===== src/rtl/os_ctrl_pkg.sv =====
// Shared definitions for the instruction-source controller: FSM states,
// default context-switch opcodes and the fixed source indices.
package os_ctrl_pkg;

  typedef enum logic [1:0] {
    ST_BIOS,
    ST_OS,
    ST_PROC,
    ST_FLUSH
  } state_e;

  localparam logic [5:0] OPC_BOOT   = 6'b100111;
  localparam logic [5:0] OPC_SWITCH = 6'b101000;
  localparam logic [5:0] OPC_RETURN = 6'b101001;

  localparam int unsigned SRC_BIOS = 0;
  localparam int unsigned SRC_OS   = 1;

endpackage


===== src/rtl/quantum_timer.sv =====
// Loadable down-counter for process time slices. expire_o is high while the
// count sits at zero; the count holds at zero until reloaded.
module quantum_timer #(
  parameter int unsigned QUANTUM = 1024
) (
  input  logic clk_i,
  input  logic rst_i,
  input  logic load_i,
  input  logic en_i,
  output logic expire_o
);

  localparam int unsigned CW = (QUANTUM > 1) ? $clog2(QUANTUM) : 1;

  logic [CW-1:0] cnt_q;

  // Reload on slice start, count down on enabled cycles, saturate at zero.
  always_ff @(posedge clk_i or posedge rst_i) begin
    if (rst_i) begin
      cnt_q <= '0;
    end else if (load_i) begin
      cnt_q <= CW'(QUANTUM - 1);
    end else if (en_i && (cnt_q != '0)) begin
      cnt_q <= cnt_q - 1'b1;
    end
  end

  assign expire_o = (cnt_q == '0);

endmodule


===== src/rtl/instruction_source_controller.sv =====
// Selects which instruction memory (BIOS, OS or a user process) feeds fetch,
// switching on opcodes decoded from the selected stream and inserting a NOP
// flush window on every switch.
// Optional feature: define PREEMPT_EN to add time-slice preemption of user
// processes back to the OS (quantum_timer instance + preempt_pulse).
module instruction_source_controller
  import os_ctrl_pkg::*;
#(
  parameter int unsigned OPCODE_WIDTH = 6,
  parameter int unsigned NUM_SOURCES  = 4,
  parameter logic [OPCODE_WIDTH-1:0] BOOT_OPCODE   = OPCODE_WIDTH'(OPC_BOOT),
  parameter logic [OPCODE_WIDTH-1:0] SWITCH_OPCODE = OPCODE_WIDTH'(OPC_SWITCH),
  parameter logic [OPCODE_WIDTH-1:0] RETURN_OPCODE = OPCODE_WIDTH'(OPC_RETURN),
  parameter int unsigned FLUSH_CYCLES = 2,
  parameter int unsigned QUANTUM      = 1024,
  localparam int unsigned SEL_WIDTH   = $clog2(NUM_SOURCES)
) (
  input  logic                    CLOCK,
  input  logic                    RESET,
  input  logic [OPCODE_WIDTH-1:0] BIOS_INSTRUCTION_OPCODE,
  input  logic [SEL_WIDTH-1:0]    INSTRUCTION_TARGET,
  input  logic                    STALL,
  output logic [SEL_WIDTH-1:0]    instruction_selection,
  output logic                    insert_nop,
  output logic                    os_mode,
  output logic                    bad_target,
  output logic                    preempt_pulse
);

  localparam int unsigned FCW = (FLUSH_CYCLES > 1) ? $clog2(FLUSH_CYCLES) : 1;
  localparam logic [FCW-1:0]       FLUSH_LOAD = FCW'(FLUSH_CYCLES - 1);
  localparam logic [SEL_WIDTH-1:0] SEL_OS     = SEL_WIDTH'(SRC_OS);
  localparam logic [SEL_WIDTH-1:0] SEL_BIOS   = SEL_WIDTH'(SRC_BIOS);

  if (NUM_SOURCES < 3 || FLUSH_CYCLES < 1 || QUANTUM < 1) begin : g_param_check
    $error("instruction_source_controller: illegal parameter value");
  end

  state_e               state_q, state_d;
  logic [SEL_WIDTH-1:0] current_q, current_d;
  logic [SEL_WIDTH-1:0] pending;
  logic [FCW-1:0]       flush_cnt_q, flush_cnt_d;
  logic                 go_flush;
  logic                 bad_q, bad_d;
  logic                 target_ok;

  assign target_ok = (32'(INSTRUCTION_TARGET) >= 2) &&
                     (32'(INSTRUCTION_TARGET) < NUM_SOURCES);

`ifdef PREEMPT_EN
  logic qt_load, qt_en, qt_expire;
  logic preempt_q, preempt_d;

  // Every flush exit reloads the slice; only ST_PROC cycles consume it.
  assign qt_load = (state_q == ST_FLUSH) && (state_d != ST_FLUSH);
  assign qt_en   = (state_q == ST_PROC) && !STALL;

  quantum_timer #(
    .QUANTUM (QUANTUM)
  ) u_qtimer (
    .clk_i    (CLOCK),
    .rst_i    (RESET),
    .load_i   (qt_load),
    .en_i     (qt_en),
    .expire_o (qt_expire)
  );

  // Registered preemption pulse.
  always_ff @(posedge CLOCK or posedge RESET) begin
    if (RESET) begin
      preempt_q <= 1'b0;
    end else begin
      preempt_q <= preempt_d;
    end
  end

  assign preempt_pulse = preempt_q;
`else
  assign preempt_pulse = 1'b0;
`endif

  // State and context registers.
  always_ff @(posedge CLOCK or posedge RESET) begin
    if (RESET) begin
      state_q     <= ST_BIOS;
      current_q   <= SEL_BIOS;
      flush_cnt_q <= '0;
      bad_q       <= 1'b0;
    end else begin
      state_q     <= state_d;
      current_q   <= current_d;
      flush_cnt_q <= flush_cnt_d;
      bad_q       <= bad_d;
    end
  end

  // Next-state decode: opcodes only act on unstalled, non-flush cycles.
  always_comb begin
    state_d     = state_q;
    current_d   = current_q;
    flush_cnt_d = flush_cnt_q;
    pending     = current_q;
    go_flush    = 1'b0;
    bad_d       = 1'b0;
`ifdef PREEMPT_EN
    preempt_d   = 1'b0;
`endif
    unique case (state_q)
      ST_BIOS: begin
        if (!STALL && BIOS_INSTRUCTION_OPCODE == BOOT_OPCODE) begin
          pending  = SEL_OS;
          go_flush = 1'b1;
        end
      end
      ST_OS: begin
        if (!STALL && BIOS_INSTRUCTION_OPCODE == SWITCH_OPCODE) begin
          if (target_ok) begin
            pending  = INSTRUCTION_TARGET;
            go_flush = 1'b1;
          end else begin
            bad_d = 1'b1;
          end
        end
      end
      ST_PROC: begin
        if (!STALL) begin
          if (BIOS_INSTRUCTION_OPCODE == RETURN_OPCODE) begin
            pending  = SEL_OS;
            go_flush = 1'b1;
          end
`ifdef PREEMPT_EN
          // A return on the expiry cycle wins, so no preempt pulse then.
          else if (qt_expire) begin
            pending   = SEL_OS;
            go_flush  = 1'b1;
            preempt_d = 1'b1;
          end
`endif
        end
      end
      ST_FLUSH: begin
        if (!STALL) begin
          if (flush_cnt_q == '0) begin
            state_d = (current_q == SEL_OS) ? ST_OS : ST_PROC;
          end else begin
            flush_cnt_d = flush_cnt_q - 1'b1;
          end
        end
      end
    endcase
    // The new source is committed at flush entry so selection moves with the NOPs.
    if (go_flush) begin
      state_d     = ST_FLUSH;
      current_d   = pending;
      flush_cnt_d = FLUSH_LOAD;
    end
  end

  // Outputs derived from registers only.
  always_comb begin
    instruction_selection = current_q;
    insert_nop            = (state_q == ST_FLUSH);
    os_mode               = (current_q == SEL_OS) && (state_q != ST_BIOS);
    bad_target            = bad_q;
  end

endmodule


===== config.mk =====
export PLATFORM = sky130hd
export DESIGN_NAME = instruction_source_controller
export DESIGN_NICKNAME = d
export VERILOG_FILES = /design/src/rtl/os_ctrl_pkg.sv /design/src/rtl/quantum_timer.sv /design/src/rtl/instruction_source_controller.sv
export SDC_FILE = /design/constraint.sdc
export NUM_CORES = 1
export LEC_CHECK = 0
export ABC_AREA = 1
export ABC_CLOCK_PERIOD_IN_PS = 2400
export CORE_AREA = 3 3 40 42
export DETAILED_ROUTE_END_ITERATION = 16
export DIE_AREA = 0 0 43 45
export GPL_TIMING_DRIVEN = 0
export PLACE_DENSITY = 0.6
export RECOVER_POWER = 100
export SYNTH_ARGS = -nofsm -noshare
export SYNTH_HDL_FRONTEND = slang
export SYNTH_SLANG_ARGS = --single-unit

===== constraint.sdc =====
create_clock -name CLOCK -period 2.4 [get_ports CLOCK]
set_input_delay 0.6 -clock CLOCK [delete_from_list [all_inputs] [get_ports CLOCK]]
set_output_delay 0.6 -clock CLOCK [all_outputs]
set_load 0.02 [all_outputs]

run_1/power_grid.png
Pins as bars on the die edge. Tap cells in gray.
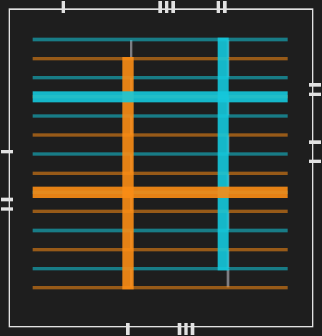
Key: orange = VSS; cyan = VDD
2 straps on met4. The core has 13 rows.

run_1/placement_by_type.png
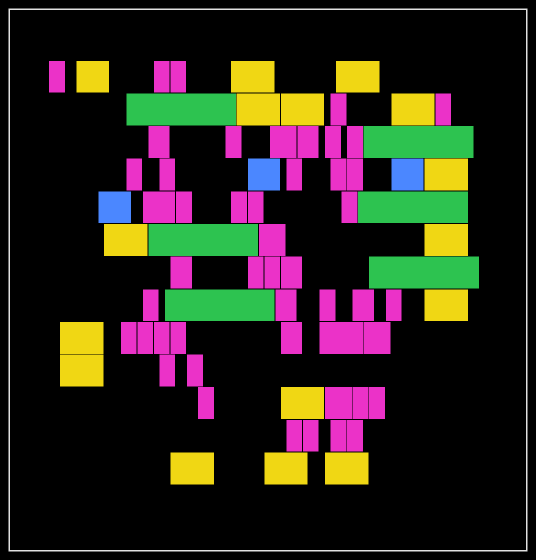
Key: yellow = remaining buffers and delay cells [cells 16, share of their area 29%]; green = sequential cells [cells 6, share of their area 28%]; blue = clock drivers [cells 3, share of their area 4.2%]; magenta = combinational and other logic [cells 48, share of their area 39%]

==> out/metrics.cfg, run 1 <==
[status]
status=completed

[critical_path]
critical_path.top_delay_family=buffers and inverters
rr_worst_depth=8
worstSetupEndpoint=os_mode
start_kind=register
critPathBufInv=1
critPathMaxStageDelay_ns=0.64
critPathLaunch=state_q[1]
cp_num_cells=3
timing.rr.start=state_q[1]
crit_path_end_kind=primary output
worst-setup-path-type=reg2out
critPathMaxFanout=4

[final_timing]
period_needed_ns=2.107
finalSetupTns_ns=0
slew_viol_final=0
clock_skew_ns=0.0004659
fmax_ghz=0.4747
setup_slack_ns=0.2934
rsz0062_at_grt=no

[synth]
xor_share_pct=0
fp_nets=66
topCombFamilyByArea=simple AND/OR/NAND/NOR gates
ys.flop_type=dfrtp_1
yosys-mux-area-fraction_pct=0
synth_cell_types=15
top_area_share_pct=40.13
top_area_cell=dfrtp_1
async_flop_share_pct=100.0
simple_gate_share_pct=42.14
yosysChipArea_um2=374.1

[routing]
drt_iter0_drc=2
highest_layer=met3
drt_pass1_iterations=4
wire_per_inst_um=8.557
vias_per_cell=4.193
drt-met1-wl_um=321
drc=0
wl_met2_um=369

[pwr]
seq_power_mw=0.152
p_sw_share_pct=35.72
maxPowerGroup=sequential cells
seq_power_share_pct=38.7
finalPower_mw=0.3930
powerComb_mw=0.151
pg_clk_mw=0.0900

[placed_design]
port_buffers=15
dp_hpwl_um=664.5
gp_congestion=0.6922
placedInstanceArea_um2=543.0

[cells_and_area]
fin_cells=88
buffers=16
seq_area_share_pct=26.91
layout-drive-gt1-share_pct=13.70
flops=6
layout_top_cells=nand2_1, inv_1, clkdlybuf4s50_1, nor2_1, dlygate4sd3_1
layout_top_cell=nand2_1
final_nets=86
inv_count=12
layout.nonclk_buf_share_pct=28.25
final_area_um2=558.0

[global_routing]
grt_start_max_net_pins=7
grt_pass1_vias=328
grt_pass1_wl_um=1159
grt_use_met2_pct=13.17
grtUsageTotal_pct=8.375
grt_use_met1_pct=9.314

[clocking]
cts_tree=built
htree_levels=1

[floorplan]
design.core.area_mm2=0.001285
nWellTaps=15
io_pins=17
die-height_um=45

[min_path]
hold_depth=2
holdPathEnd=instruction_selection[1]

run_1/clk_routes.png
Bar = 10 um.
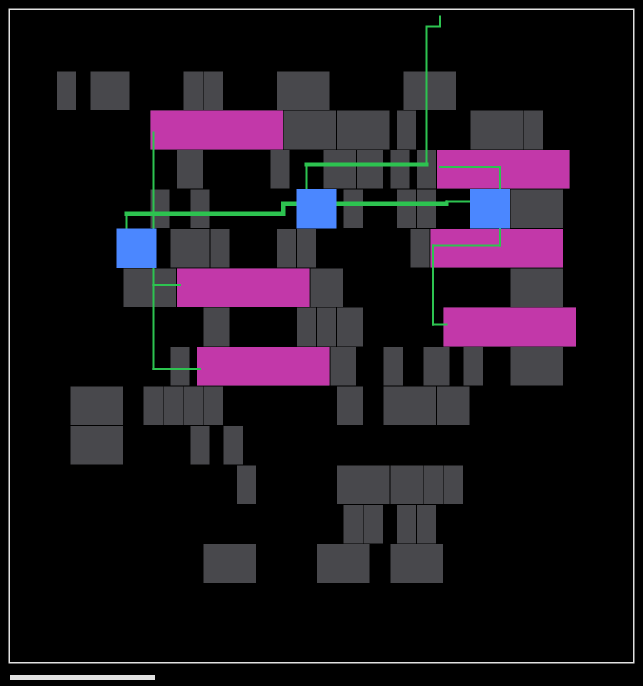
Key: magenta = flip-flops [count 6]; green = clock wires [length 93.2 um]; blue = clock drivers [count 3]
There are 4 routed clock nets.

run_1/wires.png
Bar = 10 um.
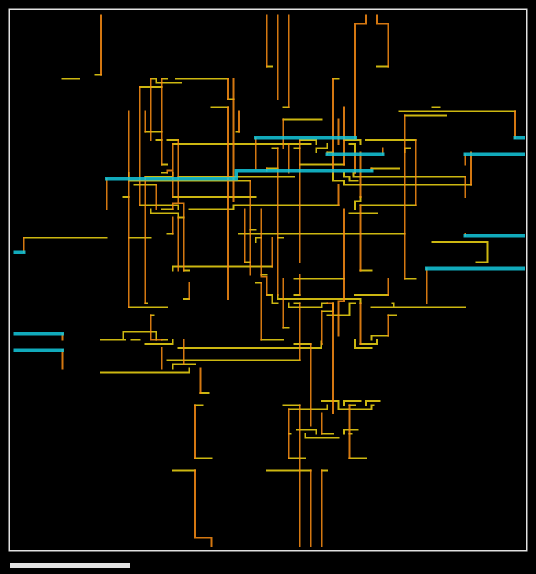
Key: orange = metal 2 [wire length 370 um]; yellow = metal 1 [wire length 322 um]; cyan = metal 3 [wire length 62.5 um]

run_1/congestion.png
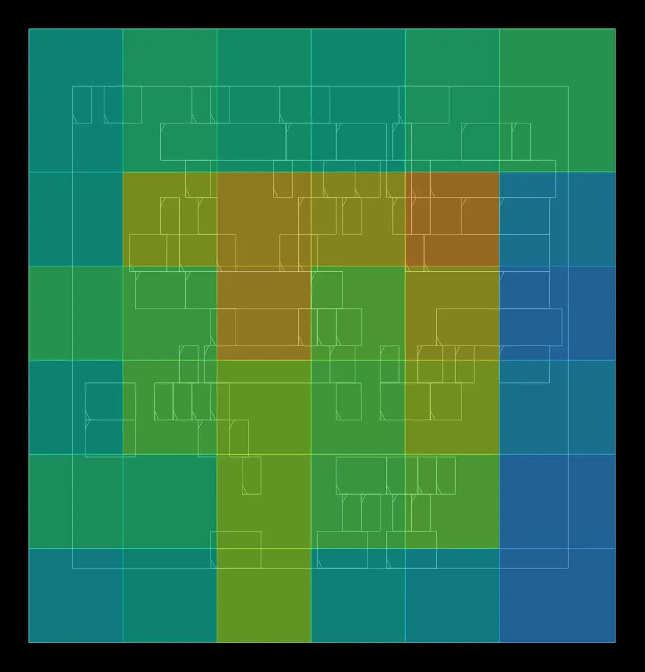

==> run 2: changes to the inputs <==
--- a/config.mk
+++ b/config.mk
@@ -7,9 +7,9 @@
 export LEC_CHECK = 0
 export ABC_AREA = 1
 export ABC_CLOCK_PERIOD_IN_PS = 2400
-export CORE_AREA = 3 3 40 42
+export CORE_AREA = 2 2 39 41
 export DETAILED_ROUTE_END_ITERATION = 16
-export DIE_AREA = 0 0 43 45
+export DIE_AREA = 0 0 41 43
 export GPL_TIMING_DRIVEN = 0
 export PLACE_DENSITY = 0.6
 export RECOVER_POWER = 100
run_2/congestion.png
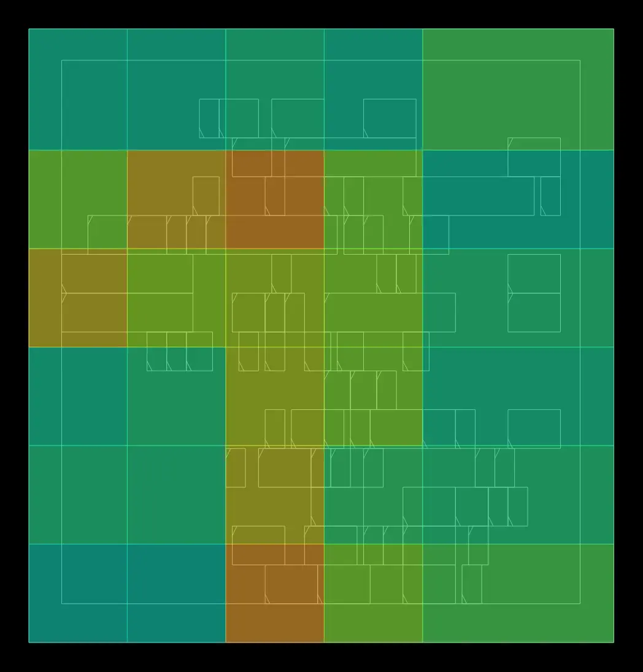
met2 usage: 16.88%
grt met1 use: 11.96%

==> run 2 against run 1 <==
  * Synthesized area is the same
  * Via count shrank 3.8%
  * Routed wire length grew 2.3%
  * Sequential power is essentially flat
  * Largest cell class unchanged
  * Highest routed layer unchanged
==> out/metrics.cfg, run 2 <==
[critical_path]
timing.rr.start=state_q[1]
worstSetupEndpoint=os_mode
rr_worst_depth=8  ; unchanged
start_kind=register
critical_path.top_delay_family=buffers and inverters
worst-setup-path-type=reg2out
critPathBufInv=1  ; unchanged
crit_path_end_kind=primary output
critPathMaxFanout=4  ; unchanged

[floorplan]
die-height_um=43  ; -4.4%
design.core.area_mm2=0.001384  ; +7.7%
nWellTaps=16  ; +1
io_pins=17  ; unchanged

[global_routing]
grt_pass1_vias=329  ; +0.30%
grt_pass1_wl_um=1290  ; +11%
grtUsageTotal_pct=10.95  ; +2.6 points
grt_start_max_net_pins=7  ; unchanged

[final_timing]
finalSetupViolations=0
period_needed_ns=2.142  ; +0.03506 ns
fmax_ghz=0.4669  ; -1.6%
clock_skew_ns=0.005467  ; +0.005001 ns
whs_ns=0.4908
rsz0062_at_grt=no
finalSetupTns_ns=0  ; unchanged
setup_slack_ns=0.2583  ; -0.03506 ns

[synth]
top_area_share_pct=40.13  ; unchanged
simple_gate_share_pct=42.14  ; unchanged
topCombFamilyByArea=simple AND/OR/NAND/NOR gates
xor_share_pct=0  ; unchanged
yosysChipArea_um2=374.1  ; unchanged
ys.flop_type=dfrtp_1
async_flop_share_pct=100.0  ; unchanged
top_area_cell=dfrtp_1
synth_cell_types=15  ; unchanged
yosys-mux-area-fraction_pct=0  ; unchanged

[routing]
drt_pass1_iterations=4  ; unchanged
drt_iter0_drc=5  ; +3
wire_per_inst_um=8.652  ; +1.1%
wl_met2_um=363  ; -1.6%
drc=0  ; unchanged
drt-met1-wl_um=350  ; +9.0%
highest_layer=met3
vias_per_cell=3.989  ; -4.9%

[pwr]
seq_power_share_pct=38.0  ; -0.7 points
p_sw_share_pct=36.34  ; +0.62 points
finalPower_mw=0.3970  ; +1.0%
pg_clk_mw=0.0925  ; +2.8%
seq_power_mw=0.151  ; about the same
powerComb_mw=0.153  ; about the same

[placed_design]
gp_congestion=0.7848  ; +13%
placedInstanceArea_um2=544.3  ; +0.23%
dp_hpwl_um=651  ; -2.0%
port_buffers=15  ; unchanged

[cells_and_area]
final_area_um2=559.3  ; +0.22%
layout_top_cells=nand2_1, inv_1, clkdlybuf4s50_1, nor2_1, dlygate4sd3_1
flops=6  ; unchanged
buffers=16  ; unchanged
layout-drive-gt1-share_pct=13.70  ; unchanged
final_nets=86  ; unchanged
inv_count=12  ; unchanged
seq_area_share_pct=26.85  ; -0.060 points
fin_cells=89  ; +1.1%
layout_top_cell=nand2_1

[min_path]
hold_depth=2  ; unchanged
holdPathEnd=instruction_selection[0]

[clocking]
clk_latency_ns=0.24
cts_tree=built

[job]
drv_cap=0

[status]
status=completed

run_2/wires.png
Bar = 10 um.
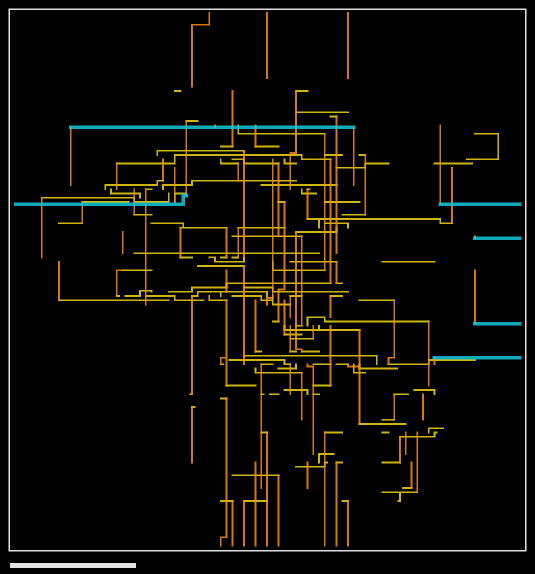

==> run 3: changes to the inputs <==
--- a/config.mk
+++ b/config.mk
@@ -5,13 +5,12 @@
 export SDC_FILE = /design/constraint.sdc
 export NUM_CORES = 1
 export LEC_CHECK = 0
-export ABC_AREA = 1
 export ABC_CLOCK_PERIOD_IN_PS = 2400
 export CORE_AREA = 2 2 39 41
 export DETAILED_ROUTE_END_ITERATION = 16
 export DIE_AREA = 0 0 41 43
 export GPL_TIMING_DRIVEN = 0
-export PLACE_DENSITY = 0.6
+export PLACE_DENSITY = 0.59
 export RECOVER_POWER = 100
 export SYNTH_ARGS = -nofsm -noshare
 export SYNTH_HDL_FRONTEND = slang
run_3/wires.png
Bar = 10 um.
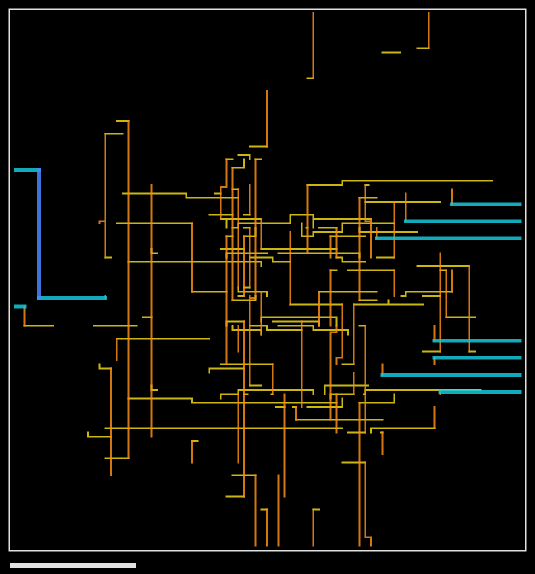
Key: yellow = metal 1 [wire length 315 um]; cyan = metal 3 [wire length 64.5 um]; orange = metal 2 [wire length 339 um]; blue = metal 4 [wire length 10.2 um]

==> run 3 against run 2 <==
  * Sequential power is 14% higher
  * Non-clock buffer count unchanged
  * Hold slack better by 0.044 ns
  * Critical path depth is the same
  * Flip-flop count unchanged
  * Via count decreased by 7.9%
  * Register-to-register slack got worse by 0.38 ns
  * Power up 4.2%
  * Clock skew is 0.0054 ns lower
  * Highest routed layer is now met4
==> out/metrics.cfg, run 3 <==
[status]
status=completed

[final_timing]
rsz0062_at_grt=no
period_needed_ns=2.169  ; +0.02776 ns
finalSetupViolations=0  ; unchanged
whs_ns=0.5349  ; +0.04412 ns

[critical_path]
rr_worst_depth=4  ; -4
worst-setup-path-type=reg2out
crit_path_end_kind=primary output
critPathMaxFanout=3  ; -1

[routing]
drt_pass1_iterations=2  ; -2
drt_iter0_drc=5  ; unchanged
highest_layer=met4
drt-met1-wl_um=314  ; -10%

[min_path]
holdPathEnd=flush_cnt_q

[synth]
yosys-mux-area-fraction_pct=0  ; unchanged
async_flop_share_pct=100.0  ; unchanged
ys.flop_type=dfrtp_1
top_area_cell=dfrtp_1
synth_cell_types=25  ; +10
simple_gate_share_pct=32.42  ; -9.7 points

[cells_and_area]
inv_count=3  ; -9
layout_top_cells=clkdlybuf4s50_1, dlygate4sd3_1, dfrtp_1, nor2_1
layout_top_cell=clkdlybuf4s50_1
flops=6  ; unchanged
seq_area_share_pct=27.33  ; +0.49 points

[global_routing]
grtUsageTotal_pct=9.514  ; -1.4 points
grt_pass1_vias=311  ; -5.5%
grt_use_met1_pct=10.23  ; -1.7 points
grt_start_max_net_pins=8  ; +1

[placed_design]
gp_congestion=0.6975  ; -11%
placedInstanceArea_um2=536.8  ; -1.4%

[floorplan]
nWellTaps=16  ; unchanged
die-height_um=43  ; unchanged

[pwr]
pg_clk_mw=0.0853  ; -7.8%
seq_power_mw=0.172  ; +14%
finalPower_mw=0.4138  ; +4.2%
powerComb_mw=0.156  ; about the same

[clocking]
clk_latency_ns=0.23  ; about the same

[job]
drv_cap=0  ; unchanged

Power is estimated from default activity; no workload was simulated.
